**src/rtl/i2c_bus_frontend.sv**
```systemverilog
// I2C line conditioner: pad sync, glitch filter, SCL edge and START/STOP
// detection, and bit/byte/ACK framing for the protocol engine.
module i2c_bus_frontend #(
    parameter int FILTER_LEN = 3
) (
    input  logic       clk,
    input  logic       rst_n,
    input  logic       scl_in,
    input  logic       sda_in,
    output logic       scl_f,
    output logic       sda_f,
    output logic       scl_rise,
    output logic       scl_fall,
    output logic       start_det,
    output logic       stop_det,
    output logic       bus_busy,
    output logic       bit_valid,
    output logic       bit_data,
    output logic       byte_valid,
    output logic [7:0] byte_data,
    output logic       ack_slot,
    output logic       ack_valid,
    output logic       ack_bit
);

    localparam int CW    = $clog2(FILTER_LEN + 1);
    localparam int ARM_N = FILTER_LEN + 3;
    localparam int AW    = $clog2(ARM_N + 1);

    logic          scl_s1_q, scl_s1_d, scl_s2_q, scl_s2_d;
    logic          sda_s1_q, sda_s1_d, sda_s2_q, sda_s2_d;
    logic [CW-1:0] scl_cnt_q, scl_cnt_d, sda_cnt_q, sda_cnt_d;
    logic          scl_filt_q, scl_filt_d, sda_filt_q, sda_filt_d;
    logic          scl_dly_q, sda_dly_q;
    logic [AW-1:0] arm_cnt_q, arm_cnt_d;
    logic          bus_busy_q, bus_busy_d;
    logic [3:0]    bit_cnt_q, bit_cnt_d;
    logic [6:0]    shift_q, shift_d;
    logic [7:0]    byte_data_q, byte_data_d;
    logic          ack_bit_q, ack_bit_d;
    logic          armed, sda_rise, sda_fall;

    // Lines that are already low at reset release would otherwise look
    // like a START once they work through the filter.
    assign armed = (arm_cnt_q == AW'(ARM_N));

    assign scl_f     = scl_filt_q;
    assign sda_f     = sda_filt_q;
    assign scl_rise  = scl_filt_q & ~scl_dly_q;
    assign scl_fall  = ~scl_filt_q & scl_dly_q;
    assign sda_rise  = sda_filt_q & ~sda_dly_q;
    assign sda_fall  = ~sda_filt_q & sda_dly_q;
    assign start_det = armed & sda_fall & scl_filt_q & scl_dly_q;
    assign stop_det  = armed & sda_rise & scl_filt_q & scl_dly_q;
    assign bus_busy  = bus_busy_q;

    assign bit_valid  = scl_rise & bus_busy_q & ~start_det;
    assign bit_data   = sda_filt_q;
    assign byte_valid = bit_valid & (bit_cnt_q == 4'd7);
    assign ack_valid  = bit_valid & (bit_cnt_q == 4'd8);
    assign ack_slot   = bus_busy_q & (bit_cnt_q == 4'd8);
    assign byte_data  = byte_valid ? {shift_q, sda_filt_q} : byte_data_q;
    assign ack_bit    = ack_valid ? sda_filt_q : ack_bit_q;

    always_comb begin
        scl_s1_d    = scl_in;
        scl_s2_d    = scl_s1_q;
        sda_s1_d    = sda_in;
        sda_s2_d    = sda_s1_q;
        scl_cnt_d   = '0;
        sda_cnt_d   = '0;
        scl_filt_d  = scl_filt_q;
        sda_filt_d  = sda_filt_q;
        arm_cnt_d   = armed ? arm_cnt_q : arm_cnt_q + AW'(1);
        bus_busy_d  = bus_busy_q;
        bit_cnt_d   = bit_cnt_q;
        shift_d     = shift_q;
        byte_data_d = byte_data_q;
        ack_bit_d   = ack_bit_q;

        if (scl_s2_q != scl_filt_q) begin
            if (scl_cnt_q == CW'(FILTER_LEN - 1))
                scl_filt_d = scl_s2_q;
            else
                scl_cnt_d = scl_cnt_q + CW'(1);
        end
        if (sda_s2_q != sda_filt_q) begin
            if (sda_cnt_q == CW'(FILTER_LEN - 1))
                sda_filt_d = sda_s2_q;
            else
                sda_cnt_d = sda_cnt_q + CW'(1);
        end

        if (start_det) begin
            bus_busy_d = 1'b1;
            bit_cnt_d  = '0;
            shift_d    = '0;
        end else if (stop_det) begin
            bus_busy_d = 1'b0;
            bit_cnt_d  = '0;
            shift_d    = '0;
        end else if (bit_valid) begin
            if (bit_cnt_q == 4'd8) begin
                bit_cnt_d = '0;
                ack_bit_d = sda_filt_q;
            end else begin
                shift_d   = {shift_q[5:0], sda_filt_q};
                bit_cnt_d = bit_cnt_q + 4'd1;
            end
            if (byte_valid)
                byte_data_d = {shift_q, sda_filt_q};
        end
    end

    always_ff @(posedge clk or negedge rst_n) begin
        if (!rst_n) begin
            scl_s1_q    <= 1'b1;
            scl_s2_q    <= 1'b1;
            sda_s1_q    <= 1'b1;
            sda_s2_q    <= 1'b1;
            scl_cnt_q   <= '0;
            sda_cnt_q   <= '0;
            scl_filt_q  <= 1'b1;
            sda_filt_q  <= 1'b1;
            scl_dly_q   <= 1'b1;
            sda_dly_q   <= 1'b1;
            arm_cnt_q   <= '0;
            bus_busy_q  <= 1'b0;
            bit_cnt_q   <= '0;
            shift_q     <= '0;
            byte_data_q <= '0;
            ack_bit_q   <= 1'b0;
        end else begin
            scl_s1_q    <= scl_s1_d;
            scl_s2_q    <= scl_s2_d;
            sda_s1_q    <= sda_s1_d;
            sda_s2_q    <= sda_s2_d;
            scl_cnt_q   <= scl_cnt_d;
            sda_cnt_q   <= sda_cnt_d;
            scl_filt_q  <= scl_filt_d;
            sda_filt_q  <= sda_filt_d;
            scl_dly_q   <= scl_filt_q;
            sda_dly_q   <= sda_filt_q;
            arm_cnt_q   <= arm_cnt_d;
            bus_busy_q  <= bus_busy_d;
            bit_cnt_q   <= bit_cnt_d;
            shift_q     <= shift_d;
            byte_data_q <= byte_data_d;
            ack_bit_q   <= ack_bit_d;
        end
    end

endmodule

```
**config.mk**
```make
export PLATFORM = sky130hd
export DESIGN_NAME = i2c_bus_frontend
export DESIGN_NICKNAME = d
export VERILOG_FILES = /design/src/rtl/i2c_bus_frontend.sv
export SDC_FILE = /design/constraint.sdc
export NUM_CORES = 1
export LEC_CHECK = 0
export CAP_MARGIN = 20
export CORE_MARGIN = 5
export CORE_UTILIZATION = 50
export CTS_BUF_LIST = sky130_fd_sc_hd__clkbuf_4
export CTS_CLUSTER_DIAMETER = 200
export DETAILED_ROUTE_END_ITERATION = 10
export PLACE_DENSITY = 0.82
export SLEW_MARGIN = 0
export SYNTH_ARGS = -nofsm -noshare
export SYNTH_HDL_FRONTEND = slang
export SYNTH_SLANG_ARGS = --single-unit
```
**constraint.sdc**
```tcl
create_clock -name clk -period 1.65 [get_ports clk]
set_input_delay 0.165 -clock clk [delete_from_list [all_inputs] [get_ports clk]]
set_output_delay 0.165 -clock clk [all_outputs]
set_load 0.01 [all_outputs]
```
==> flow_summary_export.csv, run 1 <==
group,metric,value,unit
outcome,status,"finished with violations",
outcome,violations,"setup timing",
finish,fillers,210,
timing,min_period_over_period,126,%
timing,setup_viol,25,
die,chipArea,4680,µm²
logic_synthesis,aoi_share,7.41,%
global_route,grt_pass1_wl,6.53,mm
power,powerClk,0.474,mW
timing,worst_slack,-0.435,ns
route,wl_met3,220,µm
die,die_w,68.4,µm
logic_synthesis,top_area_cell,"dfrtp_1",
power,p_sw_share,37.3,%
die,n_tap_cell,46,
power,p_per_area,1460,nW/µm²
global_route,grt_busiest_layer,"met2",
worst_setup_path,cp-start-kind,"register",
logic_synthesis,avgSynthCellArea,11.8,µm²
cts,cts_hold_buf,0,
timing,max_slew_margin,68.3,%
cts,post_cts_buffers,14,
global_route,grt_max_degree,37,
logic_synthesis,syn-num-nets,153,
cts,cts_tree,"done",
finish,synthToLayoutAreaGrowth,50.2,%
power,p_total,3.73,mW
power,intPower,2.34,mW
logic_synthesis,syn_inst,145,
finish,final-nonclk-buf-share,26.6,%
worst_setup_path,cp.required,1.48,ns
placed_design,numPortBuffers,24,
finish,drive_gt1_share,55.1,%
finish,postLayoutCellArea,2560,µm²
worst_hold_path,min_from,"sda_in",
logic_synthesis,mux_area_share,15.2,%
worst_setup_path,r2r-end,"ack_bit_q",
route,wirelength_met1,1.65,mm
-- run 1: flip-flops by register name, summed over array words and instances (netlist names), 2 cells and up --
| name | flops |
|---|---|
| arm_cnt_q | 3 |
| shift_q | 7 |
| scl_cnt_q | 2 |
| byte_data_q | 8 |
| bit_cnt_q | 4 |
| sda_cnt_q | 2 |
-- run 1: per-stage QoR --
step | worst slack, ns | hold slack, ns
2_1_floorplan | -0.0775 | -0.131
3_3_place_gp | -0.292 | 0.346
3_5_place_dp | -0.383 | 0.348
4_1_cts | -0.462 | 0.212
5_1_grt | -0.499 | 0.206
6_report | -0.435 | 0.223
-- run 1: how the worst max path moves through the flow --
| stage | from | end | slack (ns) | cells after the start |
|---|---|---|---|---|
| floorplan | bit_cnt_q[0] | ack_bit | -0.08 | 5 |
| global placement | scl_f | byte_data[3] | -0.29 | 5 |
| detailed placement | bit_cnt_q[1] | byte_data[2] | -0.38 | 6 |
| CTS | scl_f | byte_data[5] | -0.46 | 6 |
| global route | bit_cnt_q[0] | byte_data[3] | -0.50 | 7 |
| finish | bit_cnt_q[1] | ack_bit | -0.44 | 8 |
-- run 1: Yosys cell counts --
master and n:
a21oi_1 13, a31oi_1 1, and2_1 1, and2b_1 1, and3b_1 1, and4_1 1
buf_12 1, buf_2 1, buf_4 1, clkbuf_1 4, clkbuf_2 1, dfrtp_1 28
dfstp_2 8, ha_1 4, inv_1 5, mux2_2 11, mux2_4 9, nand2_1 8
nand3_1 10, nand3b_1 1, nand3b_4 1, nand4_1 1, nor2_1 8, nor2b_1 3
nor3_1 2, nor3_4 1, nor3b_1 3, o21ai_0 11, or4b_1 1, xnor2_1 4
==> run_1/m1.png <==
The bar under the picture is 20 µm long.
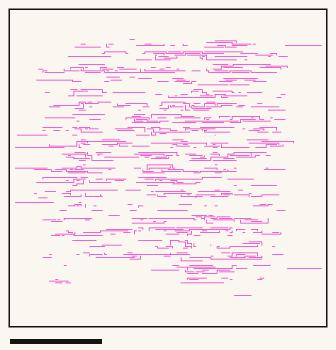
nets with wire on the layer	199
longest straight run	15.2 µm
wire length on this layer	1650 µm
share of all routed wire	37%
main direction	horizontal
GR Util met1: 20.5%
via count: 1392
Routed WL: 4.42 mm

==> run_1/ff_map.png <==
The bar under the picture is 20 µm long. Other sequential cells in the stronger grey, the rest of the logic in the fainter grey.
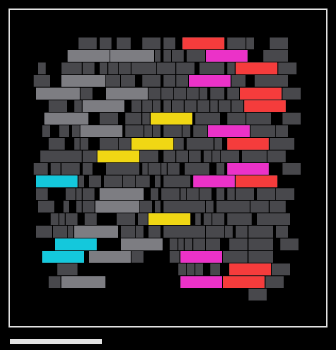
name in the netlist	colour	flops
`byte_data_q`	red	8
`shift_q`	magenta	7
`arm_cnt_q`	cyan	3
`bit_cnt_q`	yellow	4
not coloured	14

==> run_1/pinout.png <==
The bar under the picture is 20 µm long. Pins as bars across the die edge, other pins in grey.
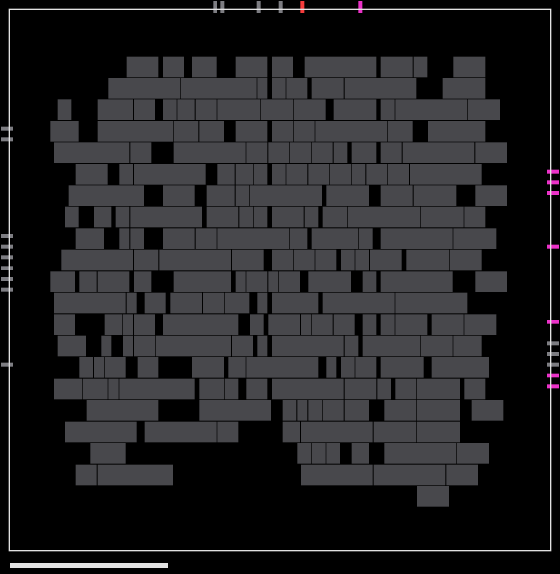
port	colour	pins	direction	edge
`byte_data`	magenta	8	output	7 east, 1 north
`ack_slot`	red	1	output	north
all pins by edge	10 east, 9 west, 6 north

==> run_1/route_heat.png <==
The bar under the picture is 20 µm long. The die is cut into 14 by 14 equal tiles; dark blue is low, red is high, scaled to the fullest tile. Values are wire area over tile area, all layers added.
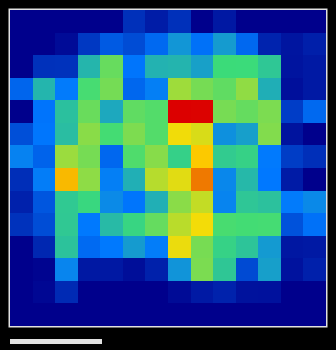

==> run 2, diff against run 1 <==
--- a/config.mk
+++ b/config.mk
@@ -10,9 +10,11 @@
 export CORE_UTILIZATION = 50
 export CTS_BUF_LIST = sky130_fd_sc_hd__clkbuf_4
 export CTS_CLUSTER_DIAMETER = 200
+export CTS_CLUSTER_SIZE = 16
 export DETAILED_ROUTE_END_ITERATION = 10
 export PLACE_DENSITY = 0.82
-export SLEW_MARGIN = 0
+export SKIP_CTS_REPAIR_TIMING = 1
+export SLEW_MARGIN = 20
 export SYNTH_ARGS = -nofsm -noshare
 export SYNTH_HDL_FRONTEND = slang
 export SYNTH_SLANG_ARGS = --single-unit
==> run_2/route_heat.png <==
The bar under the picture is 20 µm long. The die is cut into 14 by 14 equal tiles; dark blue is low, red is high, scaled to the fullest tile. Values are wire area over tile area, all layers added.
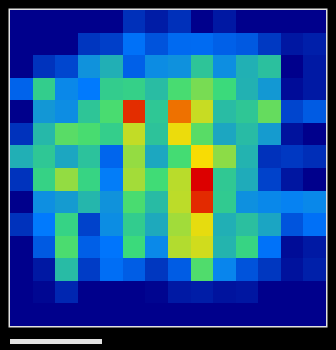
densest ninth of the die	centre
mean over tiles	0.15
nearly empty tiles	22%
tiles over half the peak	15%
fullest tile	0.56

==> run_2/ff_map.png <==
The bar under the picture is 20 µm long. Other sequential cells in the stronger grey, the rest of the logic in the fainter grey.
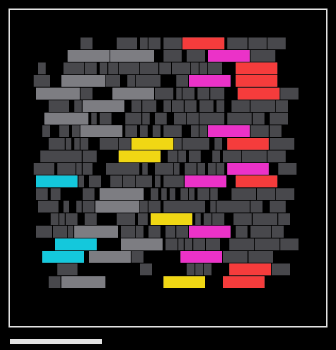
name in the netlist	colour	flops
`shift_q`	magenta	7
`byte_data_q`	red	8
`arm_cnt_q`	cyan	3
`bit_cnt_q`	yellow	4

==> run 2 against run 1 <==
  * The flow still finishes with violations (setup timing)
  * Synthesized cell count did not move
  * Sequential share of layout area increased by 1.8 points
  * Combinational power decreased by 12%
  * Critical path depth down 2
  * Final cell count fell by 2.7%
  * Synthesized area stayed put
  * Register-to-register slack improved by 0.19 ns
  * Count of clock-buffer cells in the layout stayed put
  * Die area stayed put
  * Critical path type unchanged
==> flow_summary_export.csv, run 2 <==
group,metric,value,unit
route,drc_errors,0,
worst_setup_path,cp-start-kind,"register",
worst_setup_path,cp.required,1.48,ns
finish,max_flop_register,"byte_data_q",
worst_setup_path,slowest_delay,0.57,ns
route,dr_wl_met2,2.34,mm
logic_synthesis,edf_count,0,
timing,worst_slack,-0.431,ns
logic_synthesis,synthTopCellsByCount,"dfrtp_1 (28), a21oi_1 (13), mux2_2 (11), o21ai_0 (11), nand3_1 (10)",
logic_synthesis,synthXorXnorAreaFrac,2.05,%
placed_design,hpwl,2.67,mm
timing,min_period_over_period,126,%
worst_setup_path,cpLargestDelayFamily,"flip-flops",
timing,max_slew_margin,69.3,%
route,routed.top_layer,"met4",
cts,cts-root-buf,"clkbuf_4",
logic_synthesis,ys_area,1710,µm²
logic_synthesis,yosysSeqAreaShare,53.4,%
timing,rsz0062_at_grt,"true",
route,wl_per_cell,16.6,µm
finish,diodes,0,
die,die_h,68.4,µm
global_route,antenna_found_initial,0,
route,wl_met3,220,µm
cts,cts_tree,"done",
finish,final_common_cell,"buf_4",
route,ant_nets,0,
logic_synthesis,syn_area,1710,µm²
timing,fmax,480,MHz
worst_setup_path,crit_chain,"nand3b_4, nor3_4, buf_12, buf_4, mux2_4, buf_6",
worst_setup_path,worstPathMaxFanout,6,
job,max_cap_violations,0,
logic_synthesis,synth_stat.cells,145,
cts,clkLatencyLatePin,0.34,ns
route,routed-via-count,1373,
route,wirelength_met1,1.56,mm
finish,layout_top_cells,"buf_4 (32), dfrtp_1 (28), buf_6 (17)",
placed_design,numPortBuffers,24,
cts,cts_max_path_buffers,2,
die,die_w,68.4,µm
job,tool_warnings,30,
logic_synthesis,avgSynthCellArea,11.8,µm²
logic_synthesis,syn-num-nets,153,
worst_setup_path,cp-end-kind,"output port",
global_route,grt_max_degree,37,
logic_synthesis,simple_gate_share,14.8,%
finish,fillers,238,
logic_synthesis,fa_ha_area_share,2.93,%
logic_synthesis,area_leaders,"dfrtp_1 (41%), dfstp_2 (12%), mux2_4 (7.9%), mux2_2 (7.3%), a21oi_1 (3.8%)",
logic_synthesis,syn_inst,145,
logic_synthesis,yosys_most_used_dff,"dfrtp_1",
timing,layout_min_cycle_time,2.08,ns
timing,hold_ws,0.225,ns
logic_synthesis,ys_seq_elements,36,
logic_synthesis,synth.most_common_cell,"dfrtp_1",
outcome,status,"finished with violations",
global_route,grt_pass1_wl,5.98,mm
outcome,violations,"setup timing",
logic_synthesis,top_area_cell,"dfrtp_1",
finish,synthToLayoutAreaGrowth,42.8,%
worst_setup_path,crit_slowest_cell,"dfstp_2",
timing,setup_viol,19,
die,chipArea,4680,µm²
worst_setup_path,cp_num_buf_inv,3,
worst_hold_path,hold_path_class,"in -> reg",
timing,fin_skew,0.0120,ns
die,fp_util,51.5,%
worst_setup_path,cp.arrival,1.92,ns
logic_synthesis,mux_area_share,15.2,%
finish,largest_register_ffs,8,
finish,reg.largest.list,"byte_data_q x8, shift_q x7, bit_cnt_q x4",
power,p_per_area,1440,nW/µm²
finish,postLayoutCellArea,2430,µm²
logic_synthesis,topCombFamilyByArea,"multiplexers",
logic_synthesis,aoi_share,7.41,%
die,rows,21,
logic_synthesis,async_reset_ff_share,100,%
logic_synthesis,yosysWarningCount,0,
finish,drive_gt1_share,49.3,%
==> run_2/m1.png <==
The bar under the picture is 20 µm long.
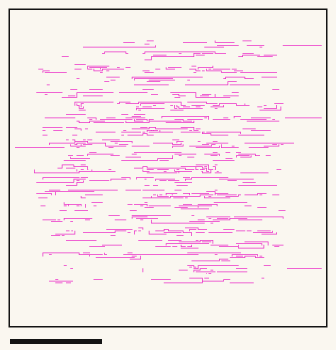
Routed WL: 4.25 mm
GR Util met1: 18.4%

-- run 2: cell counts after synthesis --
Identical to the previous run, type by type.
-- run 2: area by class of cell --
type                            instances  area [µm²]  area share (%)
Tap cell                               46        57.6            2.36
Multi-Input combinational cell         96         795            32.6
Clock buffer                            7        52.6            2.16
Clock inverter                          1        3.75           0.154
Sequential cell                        36         911            37.4
Inverter                                5        21.3           0.874
Timing Repair Buffer                   64         594            24.4
-- run 2: stage by stage --
step / utilization, % / TNS, ns / cells / total power [mW] / worst slack, ns
after floorplan: - / -0.683 / 145 / 2.07 / -0.0775
after CTS: 66.7 / -10.85 / 240 / 3.21 / -0.763
after detailed placement: 65.0 / -3.96 / 232 / 2.73 / -0.383
after global routing: 73.5 / -6.08 / 255 / 3.71 / -0.495
after global placement: 65.0 / -3.04 / 232 / 2.62 / -0.292
final: 73.5 / -4.51 / 255 / 3.50 / -0.431
-- run 2: path summary, 6_finish.rpt --
kind                            slack (ns)  startpoint  cells after the start              to
worst min-delay path                  0.23      sda_in                      1        sda_s1_q
worst max register to register       -0.05       scl_f                      6  byte_data_q[2]
min in group asynchronous             0.24       rst_n                      2    bit_cnt_q[2]
worst max-delay path                 -0.43       scl_f                      6    byte_data[4]
max in group asynchronous             1.06       rst_n                      2       sda_dly_q
worst min register to register        0.36    sda_s1_q                      0        sda_s2_q
-- run 2: power by group --
part | switching [mW] | total, mW | internal [mW] | leakage [nW]
registers | 0.238 | 1.39 | 1.16 | 0.451
clock network | 0.281 | 0.478 | 0.197 | 0.0338
logic | 0.774 | 1.63 | 0.855 | 0.710
-- run 2: layer usage --
layer / up-vias / GRT usage, %
met5: - / 0
met4: 0 / 9.93
met3: 12 / 5.42
met2: 47 / 32.1
met1: 679 / 18.4
li1: 635 / -
Power figures rest on the tool's default switching activity, not on a simulated workload.
